<file path="config.mk">
export PLATFORM = sky130hd
export DESIGN_NAME = water_level_array
export DESIGN_NICKNAME = d
export VERILOG_FILES = /design/src/rtl/water_level_array.sv
export SDC_FILE = /design/constraint.sdc
export NUM_CORES = 1
export LEC_CHECK = 0
export CORE_MARGIN = 2
export CORE_UTILIZATION = 30
export CTS_BUF_LIST = sky130_fd_sc_hd__clkbuf_8 sky130_fd_sc_hd__clkbuf_16
export DETAILED_ROUTE_END_ITERATION = 10
export GPL_TIMING_DRIVEN = 0
export SETUP_SLACK_MARGIN = 0.5
export SLEW_MARGIN = 20
export SYNTH_ARGS = -nofsm -noshare
export SYNTH_HDL_FRONTEND = slang
export SYNTH_SLANG_ARGS = --single-unit
</file>
<file path="constraint.sdc">
create_clock -name clk -period 2.9 [get_ports clk]
set_input_delay 0.29 -clock clk [delete_from_list [all_inputs] [get_ports clk]]
set_output_delay 0.29 -clock clk [all_outputs]
set_load 0.01 [all_outputs]
</file>
<file path="src/rtl/water_level_array.sv">
// Float-switch array: per-channel 2-flop sync and debounce, then a wet-level
// code and a non-monotonic fault flag with a sticky copy.
`timescale 1ns/1ps
module water_level_array #(
  parameter int CLK_FREQ  = 50_000_000,
  parameter int STABLE_MS = 20,
  parameter int N_CH      = 4,
  localparam int LIMIT    = (CLK_FREQ / 1000) * STABLE_MS,
  localparam int CW       = $clog2(LIMIT + 1),
  localparam int LW       = $clog2(N_CH + 1)
) (
  input  logic            clk,
  input  logic            reset,
  input  logic [N_CH-1:0] sensor_async,
  input  logic            fault_clr,
  output logic [N_CH-1:0] level_stable,
  output logic [N_CH-1:0] change_pulse,
  output logic [LW-1:0]   level_code,
  output logic            fault,
  output logic            fault_sticky
);

  localparam logic [CW-1:0] LIMIT_C = CW'(LIMIT);

  logic [N_CH-1:0] sync_meta;
  logic [N_CH-1:0] sync;
  logic [CW-1:0]   cnt [N_CH];
  logic [LW-1:0]   code_d;
  logic            fault_d;
  logic            seen_dry;

  // Reset value is "dry" so the array reads empty out of reset.
  always_ff @(posedge clk or posedge reset) begin
    if (reset) begin
      sync_meta <= '1;
      sync      <= '1;
    end else begin
      sync_meta <= sensor_async;
      sync      <= sync_meta;
    end
  end

  always_ff @(posedge clk or posedge reset) begin
    if (reset) begin
      for (int unsigned i = 0; i < N_CH; i++) cnt[i] <= '0;
      level_stable <= '1;
      change_pulse <= '0;
    end else begin
      change_pulse <= '0;
      for (int unsigned i = 0; i < N_CH; i++) begin
        if (sync[i] == level_stable[i]) begin
          cnt[i] <= '0;
        end else if (cnt[i] < LIMIT_C) begin
          cnt[i] <= cnt[i] + CW'(1);
        end else begin
          level_stable[i] <= sync[i];
          change_pulse[i] <= 1'b1;
          cnt[i]          <= '0;
        end
      end
    end
  end

  // One upward scan: wet below the first dry channel counts toward the code;
  // any wet channel above a dry one is a fault and is not counted.
  always_comb begin
    code_d   = '0;
    fault_d  = 1'b0;
    seen_dry = 1'b0;
    for (int unsigned i = 0; i < N_CH; i++) begin
      if (level_stable[i]) begin
        seen_dry = 1'b1;
      end else if (seen_dry) begin
        fault_d = 1'b1;
      end else begin
        code_d = LW'(i + 1);
      end
    end
  end

  always_ff @(posedge clk or posedge reset) begin
    if (reset) begin
      level_code   <= '0;
      fault        <= 1'b0;
      fault_sticky <= 1'b0;
    end else begin
      level_code   <= code_d;
      fault        <= fault_d;
      fault_sticky <= fault | (fault_sticky & ~fault_clr);
    end
  end

endmodule

</file>
Figure 1. Clock distribution.
Bar = 50 um.
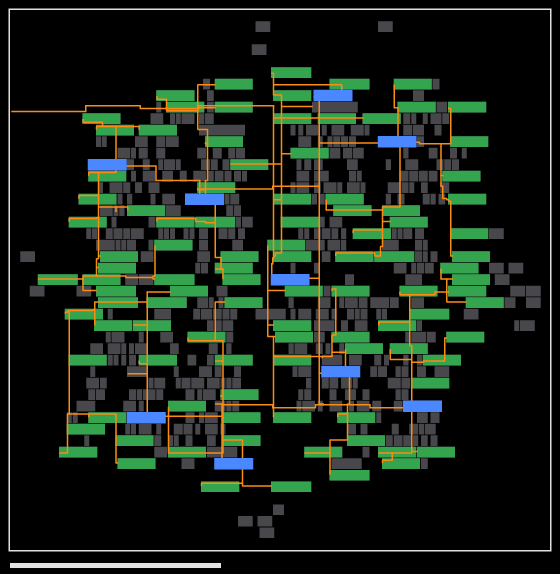
[flip-flops] green | count: 101
[clock wires] orange | length: 1300 um
[cells driving clock nets] blue | count: 9
routed clock nets: 10

Figure 2. Cell classes on the final placement.
Bar = 50 um.
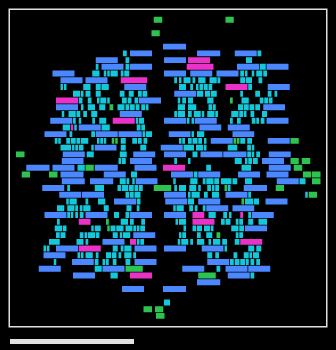
[other buffers and delay cells] green | cells: 33 | share of their area: 5.7%
[flip-flops] blue | cells: 101 | share of their area: 49%
[all other logic] cyan | cells: 346 | share of their area: 39%
[clock drivers and dummy loads] magenta | cells: 16 | share of their area: 6.3%

==> impl_metrics.toml <==
# synthesis and place-and-route metrics
[synth]
topCellsByArea = "dfrtp_1 49%, xnor2_1 8.0%, dfstp_2 6.9%"
ys_cells = 458
ys_sh_mux = 0.00736
yosys_area_sq_mm = 0.00459
post-synth-top-count-cell = "dfrtp_1"
top_logic_kind = "simple AND/OR/NAND/NOR gates"
ys.flops = 101
synthTopCellsByCount = "89 x dfrtp_1, 68 x nor2_1, 42 x xnor2_1"
ys_sh_xor = 0.0992
async_flop_share = 1.00
syn_area_sq_mm = 0.00459
adder_share = 0.0109
syn_nets = 469
ys_sh_simple = 0.219
synth_top_cell_by_area = "dfrtp_1"
compound_area_frac = 0.0774
ff_type = "dfrtp_1"
avgSynthCellArea_sq_um = 10.0
yosys_warnings = 0
synth_top_area_share = 0.485
ys_seq_frac = 0.554
synth_cells = 458
edf_count = 0
synth.distinct_cells = 32

[layout]
utilization = 0.358
logic_area_sq_mm = 0.00190
antenna_cells = 0
fill_cells = 1504
layout-drive-gt1-share = 0.0887
layout.nets = 502
area_growth_pct = 17.8
flop_area_sq_mm = 0.00254
layout.cells.non_filler = 684

[placed_design]
dp_hpwl_um = 6150
dp.cells = 668
port_buffers = 19
routabilityCongestion = 0.791

[timing]
fmax_mhz = 453
period_minus_slack_ns = 2.21
setup_viol = 0
period_used_share = 0.762
slew_headroom = 0.629
maxSlewViolCount = 0
worst_slew_pin_slew_ns = 0.552
grt_setup_unrepaired = "false"
hold_viol = 0
final.setup.tns_ns = 0
whs_ns = 0.327
skew_ns = 0.00554

[clocking]
postCtsSetupBuffers = 0
cts_tree = "built"
cts_buffer_depth = 2
clkTransAtPathRegs_ns = 0.07
cts-htree-levels = 3
cts-root-buf = "clkbuf_16"
ctsHoldBuffers = 0
cts_resized = 0
worstSkewPairLatency_ns = 0.35
numClockSinks = 101
cts-buffers-inserted = 9

[global_routing]
antenna_found_initial = 0
gr-total-overflow = 0
grt_max_degree = 30
grt_pass1_wl_um = 15400
first_global_vias = 3358
grtUsageTotal = 0.118

[min_path]
hp-class = "input pin to async pin"

[critical_path]
rr_endpoint = "cnt[58]"
r2r_slack_ns = 0.69
r2r_cells = 6
cp_max_fo = 7
crit_required_ns = 3.17
endpoint_kind = "register"
cp-startpoint = "cnt[40]"
reg2reg_from = "cnt[40]"
path_class = "register to register"
startpoint_type = "register"
arrival_ns = 2.48
crit_end = "cnt[58]"

[job]
warnings = 26
maxCapViolCount = 0

[floorplanning]
core_area_sq_mm = 0.0151
die_h_um = 128
pin_count = 20
die_area_sq_mm = 0.0163
rows = 45
die_w_um = 128
fp_util = 0.304

[routing]
drtPass1Iterations = 4
routed_via_density = 4.82
post_drt_wl_per_cell_um = 12.8
dr_total_vias = 3298
detail-route-antenna-nets = 0
drc = 0
routed_wl_um = 8740
drt_iter0_markers = 216

[pwr]
irDropWorstVdd_mv = 0.275
powerDensity_mw_per_mm2 = 528
p_leak_nw = 2.12

[run_status]
run_status = "finished clean"
Figure 3. Logic cells by family.
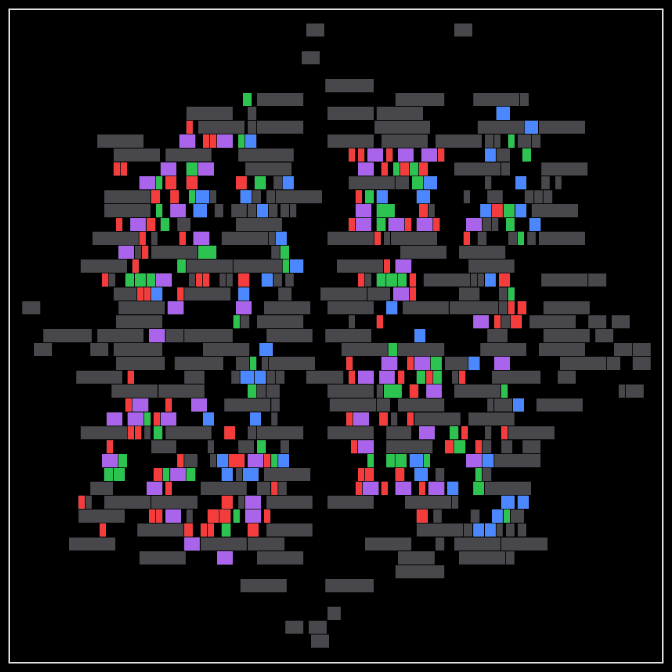
[NOR gates] red | cells: 96 | most used: nor2_1
[NAND gates] green | cells: 59 | most used: nand3_1
[AND and OR gates] blue | cells: 44 | most used: or3_1
[XOR/XNOR gates] purple | cells: 52 | most used: xnor2_1

==> kinds of logic (layout without fill, tap and decap cells) <==
group                    after synthesis  after routing
multiplexers                           3              3
flip-flops                           101            101
buffers and inverters                 38             76
AND/OR/NAND/NOR                      199            199
AND-OR/OR-AND                         61             61
adder cells (fa/ha/maj)                4              4
XOR/XNOR                              52             52
==> layout make-up <==
class	count	share of cell area
Sequential cell	101	0.470
Multi-Input combinational cell	319	0.352
Clock buffer	11	0.0467
Timing Repair Buffer	22	0.0463
Tap cell	188	0.0435
Inverter	27	0.0194
Clock inverter	5	0.0139
Buffer	11	0.00810
==> registers in the layout, summed over array words and instances, names as in the netlist <==
signal        flops
change_pulse      4
sync_meta         4
cnt              80
fault             1
sync              4
fault_sticky      1
level_stable      4
level_code        3
==> power by group <==
part | leakage, nW | internal [W] | switching (W)
clock network | 0.164 | 0.000797 | 0.000512
logic | 0.602 | 0.0000341 | 0.0000595
registers | 1.35 | 0.00143 | 0.0000170
total | 2.12 | 0.00226 | 0.000589
==> metal layers <==
metal / vias up / GRT usage / wire, um
li1: 1646 / - / -
met1: 1603 / 0.137 / 3950
met2: 38 / 0.205 / 4330
met3: 11 / 0.0388 / 349
met4: 0 / 0.0420 / 114
met5: - / 0 / 0
==> cell usage in the layout, fill, tap and decap left out, types with 10 or more instances in the layout <==
| cell | n |
|---|---|
| xnor2_1 | 42 |
| o21ai_0 | 20 |
| nand3_1 | 25 |
| nand4_1 | 11 |
| inv_1 | 28 |
| dfrtp_1 | 89 |
| nand2_1 | 20 |
| xor2_1 | 10 |
| or3_1 | 19 |
| clkdlybuf4s50_1 | 19 |
| nor3_1 | 14 |
| a21oi_1 | 24 |
| o31ai_1 | 10 |
| or4_1 | 12 |
| nor4_1 | 10 |
| nor2_1 | 68 |
| dfstp_2 | 12 |
==> through the flow <==
stage	instance area [sq um]	worst slack [ns]	total power, W
detailed placement	5080	0.716	0.00157
CTS	5410	0.686	0.00289
global route	5410	0.557	0.00297
global placement	5020	0.403	0.00156
finish	5410	0.691	0.00285
floorplan	4590	0.910	0.00153
==> how the worst min path moves through the flow <==
stage / slack (ns) / cells after the start / end
final: 0.33 / 2 / cnt[8]
after global routing: 0.34 / 1 / sync_meta[3]
after global placement: 0.35 / 0 / sync[3]
after CTS: 0.33 / 1 / sync_meta[3]
after detailed placement: 0.35 / 0 / sync[0]
after floorplan: 0.29 / 0 / sync_meta[0]
==> worst max-delay path, stage by stage (launching register included) <==
cell      delay [ns]
dfrtp_1         0.39
ha_1            0.22
nand3_1         0.15
or4_1           0.53
clkbuf_2        0.17
or4_1           0.48
a21oi_1         0.18
Power is estimated from default activity; no workload was simulated.
